[config.mk]
export PLATFORM = sky130hd
export DESIGN_NAME = secp256k1_half_mod_serial_flat
export DESIGN_NICKNAME = d
export VERILOG_FILES = /design/src/rtl/secp256k1_pkg.sv /design/src/rtl/secp256k1_half_mod_serial_if.sv /design/src/rtl/secp256k1_word_adc.sv /design/src/rtl/secp256k1_half_mod_serial.sv /design/src/flat_wrapper.sv
export SDC_FILE = /design/constraint.sdc
export NUM_CORES = 2
export LEC_CHECK = 0
export ABC_CLOCK_PERIOD_IN_PS = 5100
export CAP_MARGIN = 15
export CORE_MARGIN = 2
export CORE_UTILIZATION = 30
export DETAILED_ROUTE_END_ITERATION = 8
export PLACE_DENSITY_LB_ADDON = 0.2
export SLEW_MARGIN = 30
export SYNTH_ARGS = -nofsm -noshare
export SYNTH_HDL_FRONTEND = slang
export SYNTH_HIERARCHICAL = 1
export SYNTH_SLANG_ARGS = --single-unit
[constraint.sdc]
create_clock -name clk -period 5.1 [get_ports clk]
set_input_delay 0.765 -clock clk [delete_from_list [all_inputs] [get_ports clk]]
set_output_delay 0.765 -clock clk [all_outputs]
set_load 0.01 [all_outputs]
[src/rtl/secp256k1_pkg.sv]
// Shared secp256k1 field constants, word geometry and the serial halving FSM state type.
package secp256k1_pkg;

    localparam int unsigned WordWidth = 32;
    localparam int unsigned WordCount = 8;
    localparam int unsigned IdxWidth  = 3;

    localparam logic [31:0] P0 = 32'hFFFFFC2F;
    localparam logic [31:0] P1 = 32'hFFFFFFFE;
    localparam logic [31:0] P2 = 32'hFFFFFFFF;
    localparam logic [31:0] P3 = 32'hFFFFFFFF;
    localparam logic [31:0] P4 = 32'hFFFFFFFF;
    localparam logic [31:0] P5 = 32'hFFFFFFFF;
    localparam logic [31:0] P6 = 32'hFFFFFFFF;
    localparam logic [31:0] P7 = 32'hFFFFFFFF;

    localparam logic [255:0] P = {P7, P6, P5, P4, P3, P2, P1, P0};

    typedef enum logic [1:0] {
        StIdle,
        StAdd,
        StShift,
        StDone
    } half_state_e;

    function automatic logic [WordWidth-1:0] p_word(input logic [IdxWidth-1:0] idx);
        case (idx)
            3'd0:    p_word = P0;
            3'd1:    p_word = P1;
            default: p_word = 32'hFFFFFFFF;
        endcase
    endfunction

endpackage

[src/rtl/secp256k1_half_mod_serial_if.sv]
// Request/response bundle for the serial modular halving unit.
interface secp256k1_half_mod_serial_if;

    logic         start;
    logic [255:0] a;
    logic [255:0] result;
    logic         done;
    logic         busy;

    modport master (
        output start,
        output a,
        input  result,
        input  done,
        input  busy
    );

    modport slave (
        input  start,
        input  a,
        output result,
        output done,
        output busy
    );

endinterface

[src/rtl/secp256k1_word_adc.sv]
// Combinational 32-bit add-with-carry slice shared by the serial field datapaths.
module secp256k1_word_adc
    import secp256k1_pkg::*;
(
    input  logic [WordWidth-1:0] x_i,
    input  logic [WordWidth-1:0] y_i,
    input  logic                 cin_i,
    output logic [WordWidth-1:0] sum_o,
    output logic                 cout_o
);

    assign {cout_o, sum_o} = {1'b0, x_i} + {1'b0, y_i} + {{WordWidth{1'b0}}, cin_i};

endmodule

[src/rtl/secp256k1_half_mod_serial.sv]
// Serial a/2 mod p: word-serial conditional add of p, then word-serial right shift from the top.
module secp256k1_half_mod_serial
    import secp256k1_pkg::*;
(
    input logic                          clk,
    input logic                          rst_n,
    secp256k1_half_mod_serial_if.slave   bus
);

    half_state_e                               state_q, state_d;
    logic [WordCount-1:0][WordWidth-1:0]       w_q, w_d;
    logic                                      c_q, c_d;
    logic                                      s_q, s_d;
    logic                                      odd_q, odd_d;
    logic [IdxWidth-1:0]                       idx_q, idx_d;
    logic [255:0]                              result_q, result_d;
    logic                                      done_q, done_d;

    logic [WordWidth-1:0] adc_y;
    logic [WordWidth-1:0] adc_sum;
    logic                 adc_cout;

    // Always add (p or 0) so the cycle count never depends on the operand.
    assign adc_y = odd_q ? p_word(idx_q) : '0;

    secp256k1_word_adc u_adc (
        .x_i    (w_q[idx_q]),
        .y_i    (adc_y),
        .cin_i  (c_q),
        .sum_o  (adc_sum),
        .cout_o (adc_cout)
    );

    always_comb begin
        state_d  = state_q;
        w_d      = w_q;
        c_d      = c_q;
        s_d      = s_q;
        odd_d    = odd_q;
        idx_d    = idx_q;
        result_d = result_q;
        done_d   = done_q;

        case (state_q)
            StIdle: begin
                done_d = 1'b0;
                if (bus.start) begin
                    w_d     = bus.a;
                    odd_d   = bus.a[0];
                    c_d     = 1'b0;
                    idx_d   = '0;
                    state_d = StAdd;
                end
            end
            StAdd: begin
                w_d[idx_q] = adc_sum;
                c_d        = adc_cout;
                if (idx_q == 3'd7) begin
                    // Final carry is bit 256 of the sum and enters the shift as the new MSB.
                    s_d     = adc_cout;
                    state_d = StShift;
                end else begin
                    idx_d = idx_q + 3'd1;
                end
            end
            StShift: begin
                w_d[idx_q] = {s_q, w_q[idx_q][WordWidth-1:1]};
                s_d        = w_q[idx_q][0];
                if (idx_q == 3'd0) begin
                    state_d = StDone;
                end else begin
                    idx_d = idx_q - 3'd1;
                end
            end
            StDone: begin
                result_d = w_q;
                done_d   = 1'b1;
                state_d  = StIdle;
            end
            default: begin
                state_d = StIdle;
            end
        endcase
    end

    always_ff @(posedge clk or negedge rst_n) begin
        if (!rst_n) begin
            state_q  <= StIdle;
            w_q      <= '0;
            c_q      <= 1'b0;
            s_q      <= 1'b0;
            odd_q    <= 1'b0;
            idx_q    <= '0;
            result_q <= '0;
            done_q   <= 1'b0;
        end else begin
            state_q  <= state_d;
            w_q      <= w_d;
            c_q      <= c_d;
            s_q      <= s_d;
            odd_q    <= odd_d;
            idx_q    <= idx_d;
            result_q <= result_d;
            done_q   <= done_d;
        end
    end

    assign bus.result = result_q;
    assign bus.done   = done_q;
    assign bus.busy   = (state_q != StIdle);

endmodule

[src/flat_wrapper.sv]
// flat-port wrapper written by rule: the top's interface ports become plain ports
module secp256k1_half_mod_serial_flat import secp256k1_pkg::*;
  (clk, rst_n, bus_start, bus_a, bus_result, bus_done, bus_busy);
  secp256k1_half_mod_serial_if bus_i ();
  input logic clk;
  input logic rst_n;
  input wire logic [$bits(bus_i.start)-1:0] bus_start;
  input wire logic [$bits(bus_i.a)-1:0] bus_a;
  output wire logic [$bits(bus_i.result)-1:0] bus_result;
  output wire logic [$bits(bus_i.done)-1:0] bus_done;
  output wire logic [$bits(bus_i.busy)-1:0] bus_busy;
  assign bus_i.start = bus_start;
  assign bus_i.a = bus_a;
  assign bus_result = bus_i.result;
  assign bus_done = bus_i.done;
  assign bus_busy = bus_i.busy;
  secp256k1_half_mod_serial u_core (.clk(clk), .rst_n(rst_n), .bus(bus_i));
endmodule
Figure 1. Placed cells, one color a class.
Bar = 100 µm.
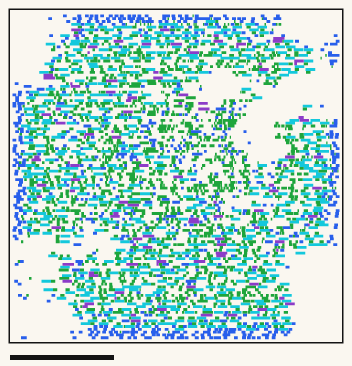
class	color	cells	share of their area
remaining buffers and delay cells	blue	688	18%
sequential cells	cyan	521	35%
clock drivers and dummy loads	purple	114	5.9%
remaining logic cells	green	1948	42%
Core Util, Final: 39.9%
FP Rows: 115

Figure 2. Selected gate families.
Bar = 100 µm.
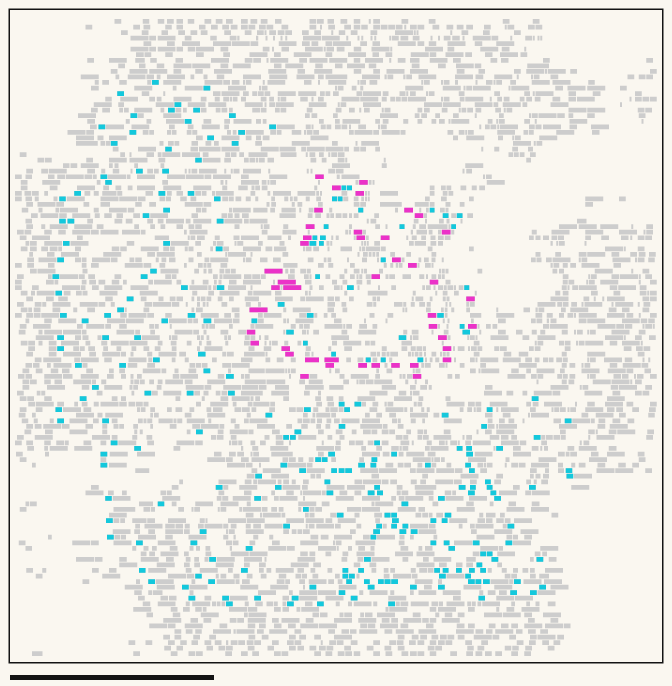
family	color	cells	most used
non-inverting ao/oa cells	cyan	242	a221o_1
fa/ha/maj cells	magenta	43	ha_1
most used logic cell in the final layout: dfrtp_1
Comb area share: 38.7%
Cell Count, Final, Fillers Out: 4566

==> reports/results.tsv <==
stage	metric	value	unit
layout	n_fill_cell	9668	
synth	ys_sh_simple	7.70	%
sta	tns	0	ps
placed_design	place_congestion	0.962	
layout	diodes	8	
clock_tree	clk-insertion-delay-late	660	ps
sta	period_needed	5020	ps
global_routing	busiest_layer	met2	
sta	drv_slew	0	
synth	synth.area.top_cells	dfrtp_1 44%, mux2_2 9.9%, a22oi_1 6.2%	
drt	wl_met1	61000	µm
clock_tree	cts_max_path_buffers	3	
synth	ys.warnings.count	6	
drt	vias_per_cell	6.06	
synth	ys_top_logic_family	AND-OR/OR-AND gates	
synth	synth_nets	3085	
sta	max_freq	199	MHz
global_routing	grt_first_pass_wirelength	209000	µm
worst_setup_path	crit_path_end	u_core/w_q[187]	
synth	yosysUniqueCellTypes	87	
synth	top_cell_area_share	43.6	%
worst_setup_path	worstPathMaxFanout	18	
layout	layout-drive-gt1-share	18.7	%
layout	non_clock_buffer_count	688	
layout	syn_to_final_growth	31.4	%
synth	synth-xor-area-share	0.849	%
worst_setup_path	crit_start	u_core/idx_q[2]	
layout	seq_cell_count	521	
clock_tree	cts_num_sinks	521	
synth	syn_area	29900	µm²
global_routing	grt_util_met3	6.92	%
drt	final_antenna_net_count	0	
synth	most_common_cell	dfrtp_1	
clock_tree	postCtsSetupBuffers	0	
sta	setup_viol	0	
global_routing	grt_overflow	0	
die	io-pin-count	517	
clock_tree	clkSlewWorstSetupHoldPaths	60	ps
clock_tree	postCtsResizedCells	2	
worst_setup_path	end_kind	flop	
worst_setup_path	crit_slowest_cell	dfrtp_4	
clock_tree	cts_root_buf	clkbuf_16	
synth	synth_cells	2783	
clock_tree	cts_htree_levels	2	
synth	postSynthAreaPerCell	10.7	µm²
run	warnings	45	
layout	layout.non_clock_inverters	111	
layout	final_nets	3522	
layout	lay_top_cells	518 x dfrtp_1, 515 x clkdlybuf4s50_1, 263 x mux2_2, 246 x a22oi_1, 161 x nand2_1	
worst_setup_path	crit_buf_inv	3	
drt	drt_first_pass_iters	5	
die	initCoreUtil	30.4	%
layout	final.clkbuf_count	85	
worst_setup_path	critPathTopFamily	AND-OR/OR-AND gates	
global_routing	grt_max_degree	176	
layout	seq_area_share	33.2	%
layout	num-multi-input-gates	1837	
layout	final_area	39300	µm²
synth	synth_area_leader_cell	dfrtp_1	
synth	ys_sh_mux	12.4	%
drt	wl_per_cell	32.2	µm
clock_tree	postCtsHoldBufs	0	
synth	top_cells_by_count	521 x dfrtp_1, 263 x mux2_2, 247 x a22oi_1, 163 x clkbuf_1, 162 x nand2_1	
worst_setup_path	critPathMaxStageDelay	620	ps
sta	worst_slew_pin_slew	1230	ps
sta	timing.hold.ws	136	ps
layout	comb_area	15200	µm²
clock_tree	cts_buffers	61	
worst_setup_path	worst-path-stages	18	
worst_setup_path	criticalPathCategory	reg2reg	
synth	yosysCellCount	2783	
placed_design	dp_worst_setup_slack	-170	ps
layout	buf_share	17.2	%
layout	regArea	13000	µm²
drt	drt_iter0_drc	3313	
global_routing	antenna_found_initial	18	
sta	rsz0062_at_grt	false	
drt	wl_met3	13100	µm
die	coreArea	98600	µm²
placed_design	placed_cells	4441	
synth	enable_flop_cells	0	
clock_tree	cts_tree	yes	
die	die_area	102000	µm²
synth	synthArstFlopShare	100	%
synth	aoi_share	27.4	%
drt	vias	27700	
global_routing	use_met1	37.4	%
die	die_x	320	µm
worst_setup_path	path_cells	buf_6 -> mux2i_1 -> o2bb2ai_1 -> o21ai_0 -> nand2_1 -> ha_1 -> buf_4 -> nand2_1 -> nor2_1 -> nand3_1 -> a31oi_1 -> o211a_1 -> nor2_1 -> xnor2_1 -> buf_4 -> a22oi_1 -> a2bb2oi_1 -> o221ai_1	
global_routing	first_global_vias	27200	
synth	fa_ha_area_share	1.85	%
synth	yosys_most_used_dff	dfrtp_1	
layout	largest_class	logic gates	
run	drv_cap	0	
worst_setup_path	reg2reg_slack	80	ps
drt	finalWirelength	147000	µm
global_routing	grtUsageMet2	43.6	%
drt	drc	0	
sta	slew_headroom	18.0	%
worst_setup_path	crit-reg2reg-capture	u_core/w_q[187]	
drt	wl_met2	67100	µm
outcome	status	finished, final reports clean	
die	n_tap_cell	1287	
drt	top_layer_used	met5	
placed_design	place_hpwl	103000	µm
worst_setup_path	worst_ep_required_time	5640	ps
worst_setup_path	r2r-start	u_core/idx_q[2]	
synth	synth_flops	521	
worst_setup_path	critical_path.startpoint_type	flop	
worst_setup_path	cp_data_arrival_time	5560	ps
global_routing	grtUsageTotal	27.8	%
sta	finalHoldViolCount	0	
synth	postSynthSeqShare	43.6	%
hold_path	hold_class	in2async	
